[src/rtl/counter_pkg.sv]
// Shared mode type and encodings for the multi-channel counter.
package counter_pkg;

  typedef enum logic [1:0] {
    MODE_SAT    = 2'b00,
    MODE_WRAP   = 2'b01,
    MODE_RELOAD = 2'b10,
    MODE_RSVD   = 2'b11
  } cnt_mode_t;

  localparam logic [1:0] MODE_SAT_ENC    = 2'b00;
  localparam logic [1:0] MODE_WRAP_ENC   = 2'b01;
  localparam logic [1:0] MODE_RELOAD_ENC = 2'b10;
  localparam logic [1:0] MODE_RSVD_ENC   = 2'b11;

endpackage

[src/rtl/counter_channel.sv]
// One up/down counter channel with load, reload register and overflow/underflow events.
// Sticky event flags are built only when COUNTER_STICKY_FLAGS_EN is defined.
module counter_channel
  import counter_pkg::*;
#(
  parameter int WIDTH  = 8,
  parameter int STEP_W = 4
) (
  input  logic              clk,
  input  logic              rst,
  input  logic              load,
  input  logic [WIDTH-1:0]  load_value,
  input  logic              up,
  input  logic              down,
  input  logic [STEP_W-1:0] step,
  input  logic [1:0]        mode,
  input  logic              flag_clr,
  output logic [WIDTH-1:0]  count,
  output logic              at_max,
  output logic              at_min,
  output logic              ovf_pulse,
  output logic              udf_pulse,
  output logic              ovf_sticky,
  output logic              udf_sticky
);

  logic [WIDTH-1:0] reload_q;
  logic [WIDTH-1:0] step_ext;
  logic [WIDTH-1:0] next_count;
  logic [WIDTH:0]   sum;
  logic             ovf_evt;
  logic             udf_evt;
  cnt_mode_t        cur_mode;

  assign step_ext = WIDTH'(step);
  assign sum      = {1'b0, count} + {1'b0, step_ext};
  assign cur_mode = cnt_mode_t'(mode);
  assign at_max   = &count;
  assign at_min   = (count == '0);

  // The extra sum bit is the overflow; a zero step can never produce an event.
  always_comb begin
    next_count = count;
    ovf_evt    = 1'b0;
    udf_evt    = 1'b0;
    if (load) begin
      next_count = load_value;
    end else if ((up ^ down) && (step_ext != '0)) begin
      if (up) begin
        if (sum[WIDTH]) begin
          ovf_evt = 1'b1;
          case (cur_mode)
            MODE_WRAP:   next_count = sum[WIDTH-1:0];
            MODE_RELOAD: next_count = reload_q;
            default:     next_count = '1;
          endcase
        end else begin
          next_count = sum[WIDTH-1:0];
        end
      end else begin
        if (step_ext > count) begin
          udf_evt = 1'b1;
          case (cur_mode)
            MODE_WRAP:   next_count = count - step_ext;
            MODE_RELOAD: next_count = reload_q;
            default:     next_count = '0;
          endcase
        end else begin
          next_count = count - step_ext;
        end
      end
    end
  end

  always_ff @(posedge clk or posedge rst) begin
    if (rst) begin
      count     <= '0;
      reload_q  <= '0;
      ovf_pulse <= 1'b0;
      udf_pulse <= 1'b0;
    end else begin
      count     <= next_count;
      ovf_pulse <= ovf_evt;
      udf_pulse <= udf_evt;
      if (load) begin
        reload_q <= load_value;
      end
    end
  end

`ifdef COUNTER_STICKY_FLAGS_EN
  // A new event outranks a clear arriving in the same cycle.
  always_ff @(posedge clk or posedge rst) begin
    if (rst) begin
      ovf_sticky <= 1'b0;
      udf_sticky <= 1'b0;
    end else begin
      if (ovf_evt) begin
        ovf_sticky <= 1'b1;
      end else if (flag_clr) begin
        ovf_sticky <= 1'b0;
      end
      if (udf_evt) begin
        udf_sticky <= 1'b1;
      end else if (flag_clr) begin
        udf_sticky <= 1'b0;
      end
    end
  end
`else
  logic unused_flag_clr;
  assign unused_flag_clr = flag_clr;
  assign ovf_sticky      = 1'b0;
  assign udf_sticky      = 1'b0;
`endif

endmodule

[src/rtl/multi_channel_counter.sv]
// N_CH independent counter channels sharing clock, reset and step.
// Sticky flags are enabled by defining COUNTER_STICKY_FLAGS_EN.
module multi_channel_counter
  import counter_pkg::*;
#(
  parameter int WIDTH  = 8,
  parameter int N_CH   = 2,
  parameter int STEP_W = 4
) (
  input  logic                  clk,
  input  logic                  rst,
  input  logic [N_CH-1:0]       load,
  input  logic [N_CH*WIDTH-1:0] load_value,
  input  logic [N_CH-1:0]       up,
  input  logic [N_CH-1:0]       down,
  input  logic [STEP_W-1:0]     step,
  input  logic [N_CH*2-1:0]     mode,
  input  logic [N_CH-1:0]       flag_clr,
  output logic [N_CH*WIDTH-1:0] count,
  output logic [N_CH-1:0]       at_max,
  output logic [N_CH-1:0]       at_min,
  output logic [N_CH-1:0]       ovf_pulse,
  output logic [N_CH-1:0]       udf_pulse,
  output logic [N_CH-1:0]       ovf_sticky,
  output logic [N_CH-1:0]       udf_sticky
);

  for (genvar i = 0; i < N_CH; i++) begin : ch_g
    counter_channel #(
      .WIDTH (WIDTH),
      .STEP_W(STEP_W)
    ) u_channel (
      .clk       (clk),
      .rst       (rst),
      .load      (load[i]),
      .load_value(load_value[i*WIDTH +: WIDTH]),
      .up        (up[i]),
      .down      (down[i]),
      .step      (step),
      .mode      (mode[i*2 +: 2]),
      .flag_clr  (flag_clr[i]),
      .count     (count[i*WIDTH +: WIDTH]),
      .at_max    (at_max[i]),
      .at_min    (at_min[i]),
      .ovf_pulse (ovf_pulse[i]),
      .udf_pulse (udf_pulse[i]),
      .ovf_sticky(ovf_sticky[i]),
      .udf_sticky(udf_sticky[i])
    );
  end

endmodule

[config.mk]
export PLATFORM = sky130hd
export DESIGN_NAME = multi_channel_counter
export DESIGN_NICKNAME = d
export VERILOG_FILES = /design/src/rtl/counter_pkg.sv /design/src/rtl/counter_channel.sv /design/src/rtl/multi_channel_counter.sv
export SDC_FILE = /design/constraint.sdc
export NUM_CORES = 1
export LEC_CHECK = 0
export ABC_AREA = 1
export ABC_CLOCK_PERIOD_IN_PS = 2100
export CAP_MARGIN = 20
export CORE_MARGIN = 4
export CORE_UTILIZATION = 35
export CTS_BUF_LIST = sky130_fd_sc_hd__clkbuf_16
export DETAILED_ROUTE_END_ITERATION = 6
export GPL_TIMING_DRIVEN = 0
export HOLD_SLACK_MARGIN = 0.12
export PLACE_DENSITY_LB_ADDON = 0.12
export SYNTH_ARGS = -nofsm -noshare
export SYNTH_HDL_FRONTEND = slang
export SYNTH_SLANG_ARGS = --single-unit
[constraint.sdc]
create_clock -name clk -period 2.1 [get_ports clk]
set_clock_uncertainty 0.15 [all_clocks]
set_input_delay 0.42 -clock clk [delete_from_list [all_inputs] [get_ports clk]]
set_output_delay 0.42 -clock clk [all_outputs]
set_load 0.01 [all_outputs]
### Cell classes on the final placement

Bar = 20 µm. Fill, decap, tap and diode cells in gray.
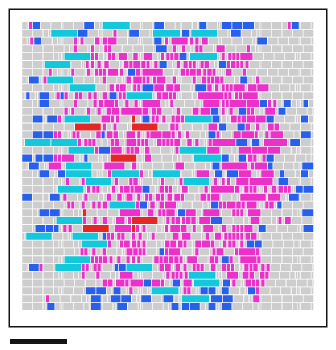
class	color	cells	share of their area
other buffers and delay cells	blue	122	21%
flip-flops	cyan	36	19%
all other logic	magenta	497	57%
clock drivers and dummy loads	red	8	2.8%
Util after Layout: 49.4%
# rows: 37
core box area: 0.0102 mm²

==> impl_metrics.csv <==
group,metric,value,unit
synth,yosys.area.top_type,"dfrtp_1",
synth,async_flop_share,100,%
clock_network,cts_tree,"done",
route,routed_wl,11400,µm
synth,aoi_share,9.85,%
setup_path,start_kind,"flop",
setup_path,crit_family,"adder cells",
timing,finalCriticalPeriod,2.24,ns
synth,yosysTopAreaCellShare,24.7,%
clock_network,cts_buffer_depth,2,
layout,lay_top_cells,"nand2_1, inv_1, buf_4",
layout,antenna_cells,0,
clock_network,clock_sink_count,36,
setup_path,r2r_start,"ch_g[0].u_channel.count[0]$_DFFE_PP0P_",
hold_path,min_path_cells,2,
layout,drive_above_1_share,27.3,%
placed_design,dp_slack,-0.998,ns
setup_path,cp_cell_sequence,"inv_2 > ha_4 > inv_2 > fa_2 > a21oi_4 > buf_6 > nand2_8 > nor2_8 > nand2_1 > o21ai_1 > nand2_1 > nand3_2 > o21ai_1 > inv_1",
route,ant_nets,0,
route,vias,3845,
synth,synth.most_common_cell,"nand2_1",
setup_path,crit_slowest_cell,"dfrtp_2",
timing,setup_slack,-0.140,ns
synth,yosysWarnings,0,
pwr,p_sw_share,43.1,%
setup_path,cpPeakStageDelay,0.42,ns
pwr,pg_comb,2280,µW
pwr,powerDensity,777,mW/mm²
setup_path,worstSetupPathType,"flop to flop",
timing,slew_headroom,48.0,%
clock_network,clk_pin_slew,0.06,ns
pwr,top_power_group,"combinational logic",
synth,common_cells,"nand2_1, inv_1, nand3_1, nor2_1, dfrtp_1",
die,fp_util,35.6,%
setup_path,r2r_setup_slack,-0.14,ns
global_route,antenna_found_initial,0,
global_route,grt_usage,19.2,%
hold_path,hold_path.class,"flop to flop",
hold_path,hold_end,"ch_g[0].u_channel.reload_q[5]$_DFFE_PP0P_",
synth,flop_cell,"dfrtp_1",
global_route,grt_pass1_wl,18200,µm
setup_path,reg2reg_to,"ch_g[0].u_channel.count[0]$_DFFE_PP0P_",
clock_network,insertion_delay,0.28,ns
placed_design,io_buffers,52,
clock_network,root_buffer,"clkbuf_16",
die,dieArea,0.0121,mm²
synth,ys_sh_adder,9.74,%
pwr,p_leak,0.00264,µW
placed_design,place_congestion,0.893,
synth,yosys_area,0.00365,mm²
synth,synth_cells,557,
pwr,totalPowerFinal,3930,µW
global_route,grt_pass1_vias,3597,
timing,setup_violations,15,
setup_path,rr_worst_depth,14,
timing,period_used_share,107,%
layout,num-fill-cells,1015,
pwr,p_switching,1690,µW
hold_path,min_from,"ch_g[0].u_channel.reload_q[5]$_DFFE_PP0P_",
placed_design,dp_hpwl,8360,µm
clock_network,postCtsSetupRepairBufs,32,
pwr,clock_power,715,µW
timing,final.setup.tns,-1.04,ns
job,warning_count,42,
clock_network,holdBufCountCts,0,
setup_path,crit_arrival,2.31,ns
synth,ys_sh_mux,0,%
setup_path,worst-path-max-fanout,6,
synth,ys_types,37,
pwr,p_seq_share,23.8,%
synth,topCellsByArea,"dfrtp_1, nand2_1, ha_1",
synth,postSynthSeqShare,24.7,%
placed_design,dpl-instance-area,0.00435,mm²
layout,final_cells,799,
die,ios,62,
route,drtIter0Drc,299,
setup_path,end_kind,"flop",
synth,netlist_area,0.00365,mm²
layout,layout.cells.most_common,"nand2_1",
synth,logic_family,"simple AND/OR/NAND/NOR gates",
synth,syn_avg_cell_area,6.55,µm²
timing,hold_viol,0,
timing,maxSlewViolCount,0,
clock_network,numCtsBuffers,5,
route,wl_per_cell,14.3,µm
die,dieWidth,110,µm
synth,ys_sh_simple,40.1,%
clock_network,cts.repair.resized,71,
global_route,grt.overflow.total,0,
pwr,p_int,2240,µW
setup_path,crit_path_start,"ch_g[0].u_channel.count[0]$_DFFE_PP0P_",
pwr,powerSeq,936,µW
run_status,violations,"negative setup slack",
synth,ys_cells,557,
timing,rsz0062_at_grt,"true",
pwr,peakVddDrop,347,µV
route,drc,0,
setup_path,cp_num_cells,14,
synth,ys_ff,36,
route,routed_via_density,4.81,
layout,nets,722,
setup_path,cp.buffers_inverters,4,
placed_design,placedCellCount,748,
global_route,grt_max_degree,37,
pwr,clkPwrFrac,18.2,%
timing,max_freq,447,MHz
timing,holdWs,0.321,ns
clock_network,htree_levels,2,
die,die_h,110,µm
setup_path,cp-endpoint,"ch_g[0].u_channel.count[0]$_DFFE_PP0P_",
job,maxCapViolations,0,
timing,tightest_slew,0.779,ns
synth,xor_area_share,2.40,%
run_status,outcome,"finished, violations left",
route,firstDrtPassIters,5,
synth,edf_count,0,
pwr,p_comb_share,58.0,%
setup_path,critPathRequiredTime,2.17,ns
### Drive-strength map

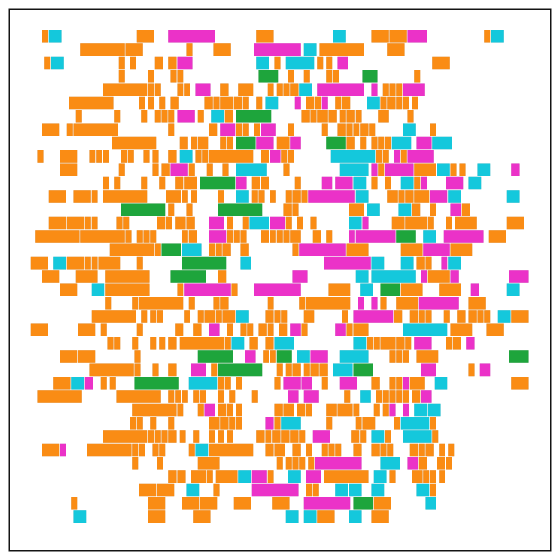
size	color	cells
drive 2	magenta	84
drive 3 to 4	cyan	77
drive 1 or less	orange	482
drive 6 and up	green	20
post-route cell area: 0.00506 mm²
Non-clk bufs: 122
Final WS setup: -0.140 ns
P&R area growth vs syn: 38.7%

## final cells by class
cell class | count | area (µm²) | area share, %
clock buffer | 5 | 125 | 2.47
sequential | 36 | 915 | 18.1
inverter | 76 | 303 | 5.99
tap | 136 | 170 | 3.36
clock inverter | 3 | 11.3 | 0.223
multi-input combinational | 421 | 2510 | 49.6
buffer | 25 | 179 | 3.54
timing repair buffer | 97 | 848 | 16.8
## state kept, by name (all words and copies together), names as in the netlist
| signal | count |
|---|---|
| ch_g.u_channel.count | 16 |
| ch_g.u_channel.udf_pulse | 2 |
| ch_g.u_channel.ovf_pulse | 2 |
| ch_g.u_channel.reload_q | 16 |
## routing by layer
metal	vias to the layer above	GRT usage, %	part of all wire [%]
met5	-	0	0
met4	0	3.65	0.96
met3	7	2.33	5.6
met2	130	27.8	42
met1	1753	30.5	52
li1	1955	-	-
Power is estimated from default activity; no workload was simulated.
